layers.png
Only two layers are drawn.
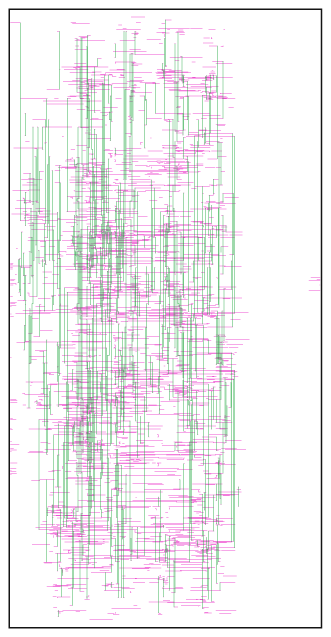
port_trees.png
Scale bar: 100 µm.
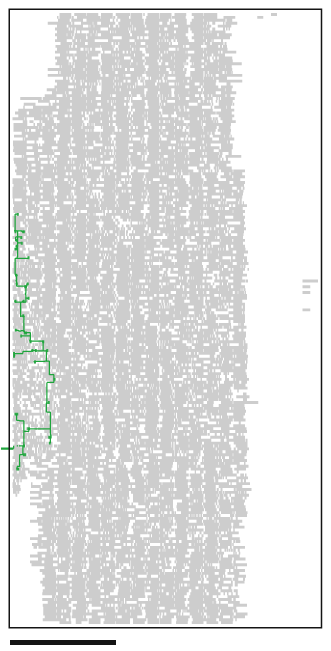
m1.png
Scale bar: 100 µm. Supply wires on this layer in grey. Cells faint in the background.
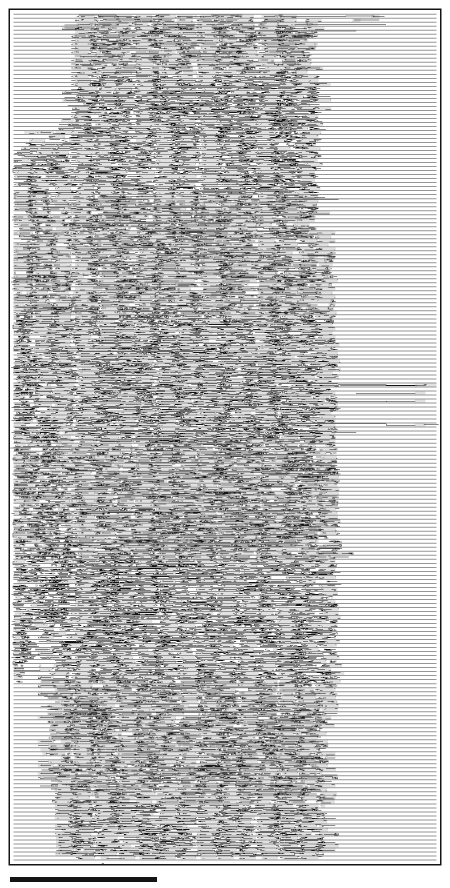
congestion_map.png
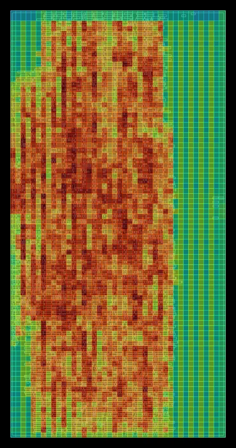
ff_map.png
Scale bar: 100 µm. Other sequential cells in the stronger grey, the rest of the logic in the fainter grey.
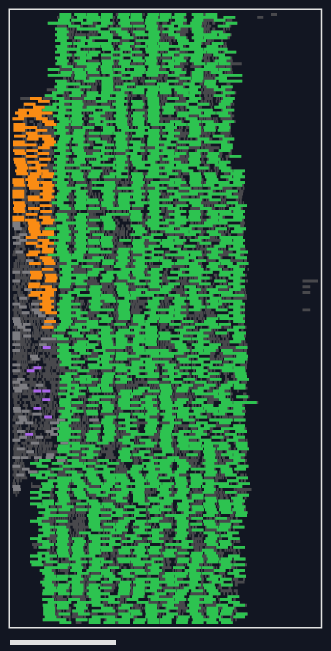
**src/rtl/packet_buffer.sv**
```systemverilog
// packet_buffer: byte FIFO with per-packet commit/rewind plus a length FIFO.
// The length FIFO feeds a framed output stream (outStart/outEnd/outLength).
// Only committed packets are readable. Dropped packets are rewound to their
// start pointer, so none of their bytes reach the output.
// Optional feature: define PACKET_BUFFER_LENCHECK_EN to also drop a packet
// whose declared sourceDataSize differs from the number of bytes received.
module packet_buffer #(
   parameter int DATA_DEPTH_LOG2 = 8,
   parameter int LEN_DEPTH_LOG2  = 4
) (
   input  logic       CLK,
   input  logic       RESET,
   input  logic [7:0] sourceData,
   input  logic       sourceDataValid,
   input  logic [7:0] sourceDataSize,
   input  logic       sourceDataSizeValid,
   output logic [7:0] outData,
   output logic       outValid,
   input  logic       outReady,
   output logic       outStart,
   output logic       outEnd,
   output logic [7:0] outLength,
   output logic [7:0] pktCount,
   output logic [7:0] dropCount
);

   localparam int DATA_DEPTH = 1 << DATA_DEPTH_LOG2;
   localparam int LEN_DEPTH  = 1 << LEN_DEPTH_LOG2;

   typedef logic [DATA_DEPTH_LOG2:0] dptr_t;
   typedef logic [LEN_DEPTH_LOG2:0]  lptr_t;

   localparam dptr_t DPTR_ONE = dptr_t'(1);
   localparam lptr_t LPTR_ONE = lptr_t'(1);

   typedef enum logic [1:0] {
      IDLE,
      LOAD,
      STREAM
   } state_t;

   logic [7:0] data_mem [DATA_DEPTH];
   logic [7:0] len_mem  [LEN_DEPTH];

   dptr_t      wr_ptr;
   dptr_t      rd_ptr;
   dptr_t      start_ptr;
   dptr_t      base_ptr;
   lptr_t      len_wr;
   lptr_t      len_rd;
   logic [7:0] rx_count;
   logic [7:0] remaining;
   logic       dropped;

   logic       len_full;
   logic       len_empty;
   logic       len_pop;
   logic       commit;
   logic       size_bad;
   logic       data_full;
   logic       byte_write;
   logic       byte_drop;
   logic       xfer;

   state_t     state;
   state_t     state_next;

   assign len_empty = (len_wr == len_rd);
   assign len_full  = (len_wr[LEN_DEPTH_LOG2] != len_rd[LEN_DEPTH_LOG2]) &&
                      (len_wr[LEN_DEPTH_LOG2-1:0] == len_rd[LEN_DEPTH_LOG2-1:0]);

`ifdef PACKET_BUFFER_LENCHECK_EN
   assign size_bad = (sourceDataSize != rx_count);
`else
   logic size_unused;
   assign size_bad    = 1'b0;
   assign size_unused = ^sourceDataSize;
`endif

   // Ingress decision: commit or drop on close, and where an incoming byte lands.
   // A byte arriving with the close belongs to the next packet, so it is placed
   // at the post-close write pointer (rewound start pointer if the close drops).
   always_comb begin
      commit   = 1'b0;
      base_ptr = wr_ptr;
      if (sourceDataSizeValid) begin
         commit = !dropped && (rx_count != 8'd0) && !size_bad &&
                  (!len_full || len_pop);
         if (!commit) begin
            base_ptr = start_ptr;
         end
      end
      data_full  = (base_ptr[DATA_DEPTH_LOG2] != rd_ptr[DATA_DEPTH_LOG2]) &&
                   (base_ptr[DATA_DEPTH_LOG2-1:0] == rd_ptr[DATA_DEPTH_LOG2-1:0]);
      byte_write = sourceDataValid && !data_full;
      byte_drop  = sourceDataValid && data_full;
   end

   // Ingress state: write pointer, packet start, byte count, drop flag, counters.
   always_ff @(posedge CLK) begin
      if (RESET) begin
         wr_ptr    <= '0;
         start_ptr <= '0;
         rx_count  <= '0;
         dropped   <= 1'b0;
         len_wr    <= '0;
         pktCount  <= '0;
         dropCount <= '0;
      end else if (sourceDataSizeValid) begin
         if (commit) begin
            len_wr    <= len_wr + LPTR_ONE;
            start_ptr <= wr_ptr;
            pktCount  <= pktCount + 8'd1;
         end else if (dropCount != 8'hFF) begin
            dropCount <= dropCount + 8'd1;
         end
         wr_ptr   <= byte_write ? base_ptr + DPTR_ONE : base_ptr;
         rx_count <= byte_write ? 8'd1 : 8'd0;
         dropped  <= byte_drop;
      end else begin
         if (byte_write) begin
            wr_ptr   <= wr_ptr + DPTR_ONE;
            rx_count <= rx_count + 8'd1;
         end
         if (byte_drop) begin
            dropped <= 1'b1;
         end
      end
   end

   // Storage writes: packet bytes and committed lengths.
   always_ff @(posedge CLK) begin
      if (byte_write) begin
         data_mem[base_ptr[DATA_DEPTH_LOG2-1:0]] <= sourceData;
      end
      if (commit) begin
         len_mem[len_wr[LEN_DEPTH_LOG2-1:0]] <= rx_count;
      end
   end

   // Output FSM state register.
   always_ff @(posedge CLK) begin
      if (RESET) begin
         state <= IDLE;
      end else begin
         state <= state_next;
      end
   end

   // Output FSM next state and stream outputs; outputs are zero outside STREAM.
   always_comb begin
      state_next = state;
      len_pop    = 1'b0;
      xfer       = 1'b0;
      outValid   = 1'b0;
      outData    = '0;
      outStart   = 1'b0;
      outEnd     = 1'b0;
      case (state)
         IDLE: begin
            if (!len_empty) begin
               state_next = LOAD;
            end
         end
         LOAD: begin
            len_pop    = 1'b1;
            state_next = STREAM;
         end
         STREAM: begin
            outValid = 1'b1;
            outData  = data_mem[rd_ptr[DATA_DEPTH_LOG2-1:0]];
            outStart = (remaining == outLength);
            outEnd   = (remaining == 8'd1);
            xfer     = outReady;
            if (outReady && (remaining == 8'd1)) begin
               state_next = IDLE;
            end
         end
         default: begin
            state_next = IDLE;
         end
      endcase
   end

   // Egress datapath: length pop into outLength/remaining, read pointer advance.
   always_ff @(posedge CLK) begin
      if (RESET) begin
         rd_ptr    <= '0;
         len_rd    <= '0;
         outLength <= '0;
         remaining <= '0;
      end else begin
         if (len_pop) begin
            outLength <= len_mem[len_rd[LEN_DEPTH_LOG2-1:0]];
            remaining <= len_mem[len_rd[LEN_DEPTH_LOG2-1:0]];
            len_rd    <= len_rd + LPTR_ONE;
         end
         if (xfer) begin
            rd_ptr    <= rd_ptr + DPTR_ONE;
            remaining <= remaining - 8'd1;
         end
      end
   end

endmodule
```
**config.mk**
```make
export PLATFORM = sky130hd
export DESIGN_NAME = packet_buffer
export DESIGN_NICKNAME = d
export VERILOG_FILES = /design/src/rtl/packet_buffer.sv
export SDC_FILE = /design/constraint.sdc
export NUM_CORES = 2
export LEC_CHECK = 0
export ABC_AREA = 1
export CORE_ASPECT_RATIO = 2
export CORE_MARGIN = 2
export CORE_UTILIZATION = 55
export DETAILED_ROUTE_END_ITERATION = 10
export HOLD_SLACK_MARGIN = 0.1
export PLACE_DENSITY = 0.81
export SLEW_MARGIN = 20
export SYNTH_ARGS = -nofsm -noshare
export SYNTH_HDL_FRONTEND = slang
export SYNTH_SLANG_ARGS = --single-unit
export TNS_END_PERCENT = 50
```
**constraint.sdc**
```tcl
create_clock -name CLK -period 6.3 [get_ports CLK]
set_clock_uncertainty 0.1 [all_clocks]
set_input_delay 0.945 -clock CLK [delete_from_list [all_inputs] [get_ports CLK]]
set_output_delay 0.945 -clock CLK [all_outputs]
set_load 0.1 [all_outputs]
```
==> Slide: Implementation Results <==
Physical Implementation Snapshot

Timing
  – Final WS setup: 0.139 ns
  – Min Tclk post-route: roughly 6.2 ns
  – RSZ-0062 raised after global routing: yes

Layout
  – Signal buffers: roughly 160
  – Clock buf/inv share: around 5.7%
  – Commonest Layout Cell: edfxtp_1
  – Fin area: approximately 99000 µm²
  – Sequential cell count: between 2000 and 2500
  – Layout fillers: approximately 12000

Logic synthesis
  – Syn_area_per_cell: between 10 and 15 µm²
  – Simple share: between 10% and 20%
  – Post-synthesis cell count: ~7400
  – # Cells Yosys: about 7400
  – Synth Warn #: 0
  – Register area share after synthesis: around three quarters
  – Unique cell types: 45
  – Top cell type by total area after synthesis: edfxtp_1
  – Count leader, synth: edfxtp_1
  – Cell area leaders: edfxtp_1 (72%), o21ai_0 (6.7%), nor2_1 (6.3%)

Power
  – Sequential share of power: between 50% and 60%
  – Power Dens Cells: approximately 320 nW/µm²
  – Pwr top: registers
  – Internal cell power: 23.6 mW
  – Comb pwr share: a little under an eighth
  – Combinational power: around 3.7 mW

Routing
  – Highest routed layer: met5
  – Post-route ant nets: 0
  – Wl on met1: about 74000 µm

Global routing
  – First-pass GRT wire length: roughly 360000 µm
  – Tot GR Track Use: between 20% and 30%
  – GRT Residual Overflow: 0

Flow run
  – Max capacitance violation total: 0

Clock network
  – Clock Path Buffers: 4
  – CTS tree: done
  – H-Tree Level Count: 4
  – Clk_lat worst skew: between 0.8 and 0.9 ns
  – Setup repair bufs after CTS: 0
  – Clock-pin slew on the worst setup and hold paths: approximately 0.070 ns

Critical path
  – Max incr delay on CP: between 0.6 and 0.7 ns
  – FF-to-FF path depth: 16
  – CP Capture Type: primary output
  – Reg-to-Reg End: data_mem[0][4]
  – Crit path cell chain: inv_8 > buf_4 > buf_4 > o21ai_0 > o22ai_1 > nand2_1 > nand3_1 > nand3_1 > nand3_1 > nand3_1 > nand3_1 > nand2_1 > nor2_1 > buf_12
  – Crit path DAT: 5.12 ns

Die
  – Tap Cells: between 2000 and 2500
  – Overall die width: between 200 and 300 µm
  – Chip Height: about 580 µm
  – Cell row count: about 210

Run status
  – Status: complete, no violations

Min path
  – Hold Crit Class: register to register
  – WHS Endpoint: pktCount[7]

Placed design
  – Final GP Congestion: 0.976
  – Post-DP HPWL: around 140000 µm
## Picture notes: layers.png
[M4] green | wire length: 23.5 mm
[M3] magenta | wire length: 23.5 mm
final wirelength: 244000 µm
via count: 61258

## Picture notes: port_trees.png
[RESET] green | bits: 1 | direction: input | edge: left | end cells: 38 | buffers: 2 | wire: 501 µm
port buffer count: 47
num ports: 56

## Picture notes: m1.png
main direction: horizontal
longest straight run: 79.1 µm
wire length on this layer: 73.9 mm
nets with wire on the layer: 6930
share of all routed wire: 30%
GR Util met1: 29.2%

## Picture notes: congestion_map.png
WL/cell: 25.7 µm
met3 Resource Use GR: 5.16%
final core utilization: 60.2%
grt met2 use: 49.7%

## Picture notes: ff_map.png
[data_mem] green | flops: 2048
[len_mem] orange | flops: 128
[wr_ptr] purple | flops: 9
not coloured: 83
sequential fraction of total cell area: 67.8%
P_seq: 16.7 mW
FF+latch area: 67200 µm²

No activity file was given, so power comes from the tool's default toggle rates.
